===== config.mk =====
export PLATFORM = sky130hd
export DESIGN_NAME = cpu_ctrl_fsm
export DESIGN_NICKNAME = d
export VERILOG_FILES = /design/src/rtl/cpu_ctrl_pkg.sv /design/src/rtl/cpu_ctrl_cnt.sv /design/src/rtl/cpu_ctrl_fsm.sv
export SDC_FILE = /design/constraint.sdc
export NUM_CORES = 1
export LEC_CHECK = 0
export CAP_MARGIN = 0
export CORE_ASPECT_RATIO = 1.4
export CORE_MARGIN = 2
export CORE_UTILIZATION = 51
export DETAILED_ROUTE_END_ITERATION = 8
export DONT_BUFFER_PORTS = 1
export HOLD_SLACK_MARGIN = 0.05
export PLACE_DENSITY = 0.71
export SLEW_MARGIN = 20
export SYNTH_ARGS = -nofsm -noshare
export SYNTH_HDL_FRONTEND = slang
export SYNTH_SLANG_ARGS = --single-unit

===== constraint.sdc =====
create_clock -name clk -period 3 [get_ports clk]
set_input_delay 0.9 -clock clk [delete_from_list [all_inputs] [get_ports clk]]
set_output_delay 0.9 -clock clk [all_outputs]
set_load 0.01 [all_outputs]

===== src/rtl/cpu_ctrl_pkg.sv =====
// Shared types and constants for the CPU control sequencer.
// State encoding, counter opcodes and status bit positions.
package cpu_ctrl_pkg;

  typedef enum logic [2:0] {
    S_IDLE    = 3'd0,
    S_FETCH   = 3'd1,
    S_DECODE  = 3'd2,
    S_EXECUTE = 3'd3,
    S_WB      = 3'd4,
    S_SLEEP   = 3'd5,
    S_IRQ     = 3'd6,
    S_FAULT   = 3'd7
  } state_e;

  typedef enum logic [2:0] {
    CNT_HOLD,
    CNT_CLR,
    CNT_LOAD,
    CNT_INC,
    CNT_DEC
  } cnt_op_e;

  localparam int IRQ_BIT   = 7;
  localparam int BUSY_BIT  = 5;
  localparam int OVF_BIT   = 3;
  localparam int FAULT_BIT = 0;
  localparam int CTR_W     = 8;

  function automatic logic is_busy(state_e s);
    return s inside {S_FETCH, S_DECODE, S_EXECUTE,
                     S_WB, S_IRQ};
  endfunction

endpackage


===== src/rtl/cpu_ctrl_cnt.sv =====
// Shared 8-bit counter: fetch wait timer and execute countdown.
// Ports: clk, reset (async low), op, load_val -> count.
module cpu_ctrl_cnt
  import cpu_ctrl_pkg::*;
(
  input  logic             clk,
  input  logic             reset,
  input  cnt_op_e          op,
  input  logic [CTR_W-1:0] load_val,
  output logic [CTR_W-1:0] count
);

  always_ff @(posedge clk or negedge reset) begin
    if (!reset) begin
      count <= '0;
    end else begin
      case (op)
        CNT_CLR:  count <= '0;
        CNT_LOAD: count <= load_val;
        CNT_INC:  count <= count + 8'd1;
        CNT_DEC:  count <= count - 8'd1;
        default:  count <= count;
      endcase
    end
  end

endmodule


===== src/rtl/cpu_ctrl_fsm.sv =====
// CPU control sequencer: fetch/decode/execute/writeback, irq, sleep.
// Ports: clk, reset, start, sleep/wakeup/irq requests, mem_ready,
// exec_stall -> mem_req, irq_ack, state, status, retired_count, fault.
module cpu_ctrl_fsm
  import cpu_ctrl_pkg::*;
#(
  parameter int EXEC_CYCLES   = 1,
  parameter int FETCH_TIMEOUT = 8,
  parameter int CNT_W         = 16
) (
  input  logic             clk,
  input  logic             reset,
  input  logic             start,
  input  logic             sleep_request,
  input  logic             wakeup_request,
  input  logic             irq_req,
  input  logic             irq_en,
  input  logic             mem_ready,
  input  logic             exec_stall,
  output logic             mem_req,
  output logic             irq_ack,
  output logic [2:0]       state,
  output logic [7:0]       status,
  output logic [CNT_W-1:0] retired_count,
  output logic             fault
);

  localparam logic [CTR_W-1:0] TO_LAST =
    CTR_W'(FETCH_TIMEOUT - 1);
  localparam logic [CTR_W-1:0] EX_LOAD =
    CTR_W'(EXEC_CYCLES - 1);
  localparam logic [CNT_W-1:0] ONE = 1;

  state_e           state_q;
  state_e           state_d;
  cnt_op_e          op;
  logic [CTR_W-1:0] cnt;
  logic             irq_take;
  logic             irq_q;
  logic             busy_q;
  logic             ovf_q;

  assign irq_take = irq_req & irq_en;

  cpu_ctrl_cnt u_cnt (
    .clk      (clk),
    .reset    (reset),
    .op       (op),
    .load_val (EX_LOAD),
    .count    (cnt)
  );

  always_comb begin
    state_d = state_q;
    op      = CNT_CLR;
    unique case (state_q)
      S_IDLE: begin
        if (start)              state_d = S_FETCH;
        else if (sleep_request) state_d = S_SLEEP;
      end
      S_FETCH: begin
        if (mem_ready)          state_d = S_DECODE;
        else if (cnt == TO_LAST) state_d = S_FAULT;
        else                    op = CNT_INC;
      end
      S_DECODE: begin
        state_d = S_EXECUTE;
        op      = CNT_LOAD;
      end
      S_EXECUTE: begin
        if (exec_stall)    op = CNT_HOLD;
        else if (cnt == '0) state_d = S_WB;
        else               op = CNT_DEC;
      end
      S_WB: begin
        if (irq_take)           state_d = S_IRQ;
        else if (sleep_request) state_d = S_SLEEP;
        else                    state_d = S_FETCH;
      end
      S_SLEEP: begin
        if (irq_take)            state_d = S_IRQ;
        else if (wakeup_request) state_d = S_FETCH;
      end
      S_IRQ:   state_d = S_FETCH;
      S_FAULT: state_d = S_FAULT;
    endcase
  end

  always_ff @(posedge clk or negedge reset) begin
    if (!reset) begin
      state_q       <= S_IDLE;
      irq_q         <= 1'b0;
      busy_q        <= 1'b0;
      ovf_q         <= 1'b0;
      retired_count <= '0;
    end else begin
      state_q <= state_d;
      busy_q  <= is_busy(state_d);
      // in-service flag drops at the first boundary not re-entering IRQ
      if (state_d == S_IRQ)     irq_q <= 1'b1;
      else if (state_q == S_WB) irq_q <= 1'b0;
      if (state_q == S_WB) begin
        retired_count <= retired_count + ONE;
        if (&retired_count) ovf_q <= 1'b1;
      end
    end
  end

  assign mem_req = (state_q == S_FETCH);
  assign irq_ack = (state_q == S_IRQ);
  assign fault   = (state_q == S_FAULT);
  assign state   = state_q;

  always_comb begin
    status            = '0;
    status[IRQ_BIT]   = irq_q;
    status[BUSY_BIT]  = busy_q;
    status[OVF_BIT]   = ovf_q;
    status[FAULT_BIT] = fault;
  end

endmodule

**Gate-type map**

The bar under the picture is 20 um long.
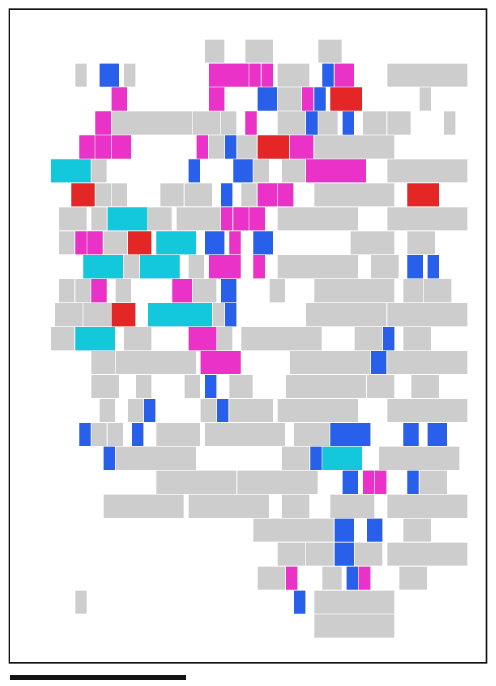
Key: nor cells = magenta [cells 33]; nand cells = blue [cells 35]; non-inverting ao/oa cells = red [cells 6]; fa/ha/maj cells = cyan [cells 8]

**PDN straps and rails**

Pins as bars on the die edge.
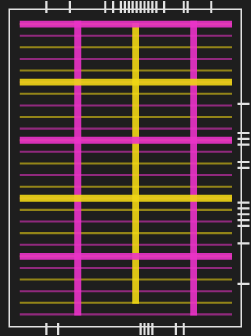
Key: VDD = yellow; VSS = magenta
The core has 25 rows. 3 straps on met4.

**Metal 3**

The bar under the picture is 20 um long. Cells faint in the background.
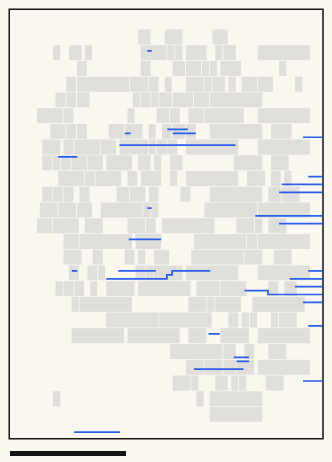
The layer carries 155 um of wire. The longest straight run is 19.8 um. 23 nets have wire on it.

==> results.sh <==
# physical design summary
export IMPL_fin_crit_ns=2.65
export IMPL_htreeDepth=2
export IMPL_simple_gate_area_share_pct=23.5
export IMPL_critPathTopFamily="AND-OR/OR-AND gates"
export IMPL_syn_cell_area_um2=1790
export IMPL_p_seq_share_pct=42.8
export IMPL_p_comb_share_pct=35.2
export IMPL_routed_wl_um=3820
export IMPL_first_pass_iters=4
export IMPL_cts_buffers_inserted=5
export IMPL_clk_power_uw=299
export IMPL_synth_flops=30
export IMPL_p_int_uw=820
export IMPL_clockBufferDepth=2
export IMPL_cp_num_buf_inv=0
export IMPL_diodes=0
export IMPL_dr_first_iter_drc_count=35
export IMPL_outcome="completed"
export IMPL_yosysUniqueCellTypes=44
export IMPL_p_leak_uw=0.000876
export IMPL_synth_top_cell_by_area="dfrtp_1"
export IMPL_worstPathMaxFanout=4
export IMPL_drv_cap=0
export IMPL_hpwl_um=2900
export IMPL_chipArea_um2=4000
export IMPL_worstSetupPathType="input pin to register"
export IMPL_p_comb_uw=477
export IMPL_adder_share_pct=6.02
export IMPL_reg2reg_from="u_cnt.count[1]"
export IMPL_fp_util_pct=52.9
export IMPL_cts_resized=0
export IMPL_end_kind="register"
export IMPL_routed_via_density=6.14
export IMPL_largest_register="retired_count"
export IMPL_grt_overflow_total=0
export IMPL_clk_insertion_delay_late_ns=0.28
export IMPL_worstPathArrival_ns=2.83
**Metal 1**

The bar under the picture is 20 um long. Supply wires on this layer in grey.
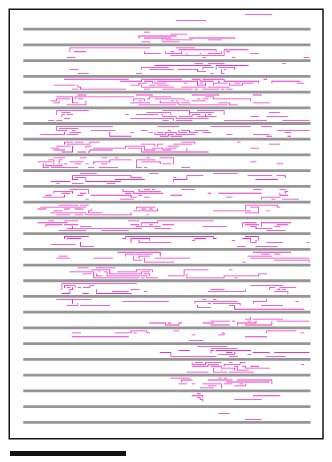
190 nets have wire on it. The layer carries 1440 um of wire. The longest straight run is 15.2 um.

**Routing congestion map**

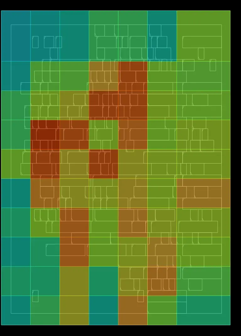
met2 usage: 37.0%
Most Used Layer, Global Route: met2

synth_stat cells (all sizes together):
| master | count |
|---|---|
| and4b | 1 |
| nor2 | 13 |
| or3 | 2 |
| nor3b | 3 |
| clkbuf | 1 |
| a221o | 2 |
| o21bai | 3 |
| nand2 | 20 |
| and3 | 3 |
| conb | 1 |
| or4 | 1 |
| a21boi | 1 |
| xnor2 | 12 |
| nor4 | 4 |
| fa | 1 |
| xor2 | 8 |
| a21o | 3 |
| nor3 | 11 |
| a211oi | 2 |
| ha | 7 |
| o21ai | 16 |
| nand2b | 4 |
| a311oi | 1 |
| buf | 10 |
| a41o | 1 |
| and4 | 1 |
| o32ai | 1 |
| nand4 | 5 |
| a21oi | 7 |
| dfrtp | 30 |
| nor2b | 1 |
| nand3 | 6 |
| mux2 | 1 |
| inv | 2 |
| nor4b | 1 |
per-stage QoR:
step,setup slack [ns],instances,total power (uW),area [um^2],utilization [%]
after floorplan,0.130,189,953,1800,-
after global placement,0.212,223,1040,1810,53.6
after detailed placement,0.117,223,1060,1810,53.6
after CTS,0.356,230,1360,1890,56.0
after global routing,0.0554,230,1440,1890,56.0
final,0.353,230,1360,1890,56.0
worst min-delay path by stage:
stage | from | endpoint
CTS | reset | u_cnt.count[1]
global placement | ovf_q | ovf_q
global route | reset | retired_count[9]
finish | reset | retired_count[6]
floorplan | ovf_q | ovf_q
detailed placement | ovf_q | ovf_q
layout make-up:
class	instances	area, um^2	area share, %
clock buffer	5	68.8	3.64
clock inverter	2	10.0	0.529
inverter	2	7.51	0.397
multi-input combinational	146	966	51.1
sequential	30	751	39.7
tap	40	50.0	2.65
timing repair buffer	5	37.5	1.99
metal layers:
metal,share of wire [%],GRT usage (%),wire length [um]
met5,0,0,0
met4,3.3,10.8,125
met3,4.0,6.43,154
met2,55,37.0,2100
met1,38,21.4,1440
Power and IR drop assume default switching activity.
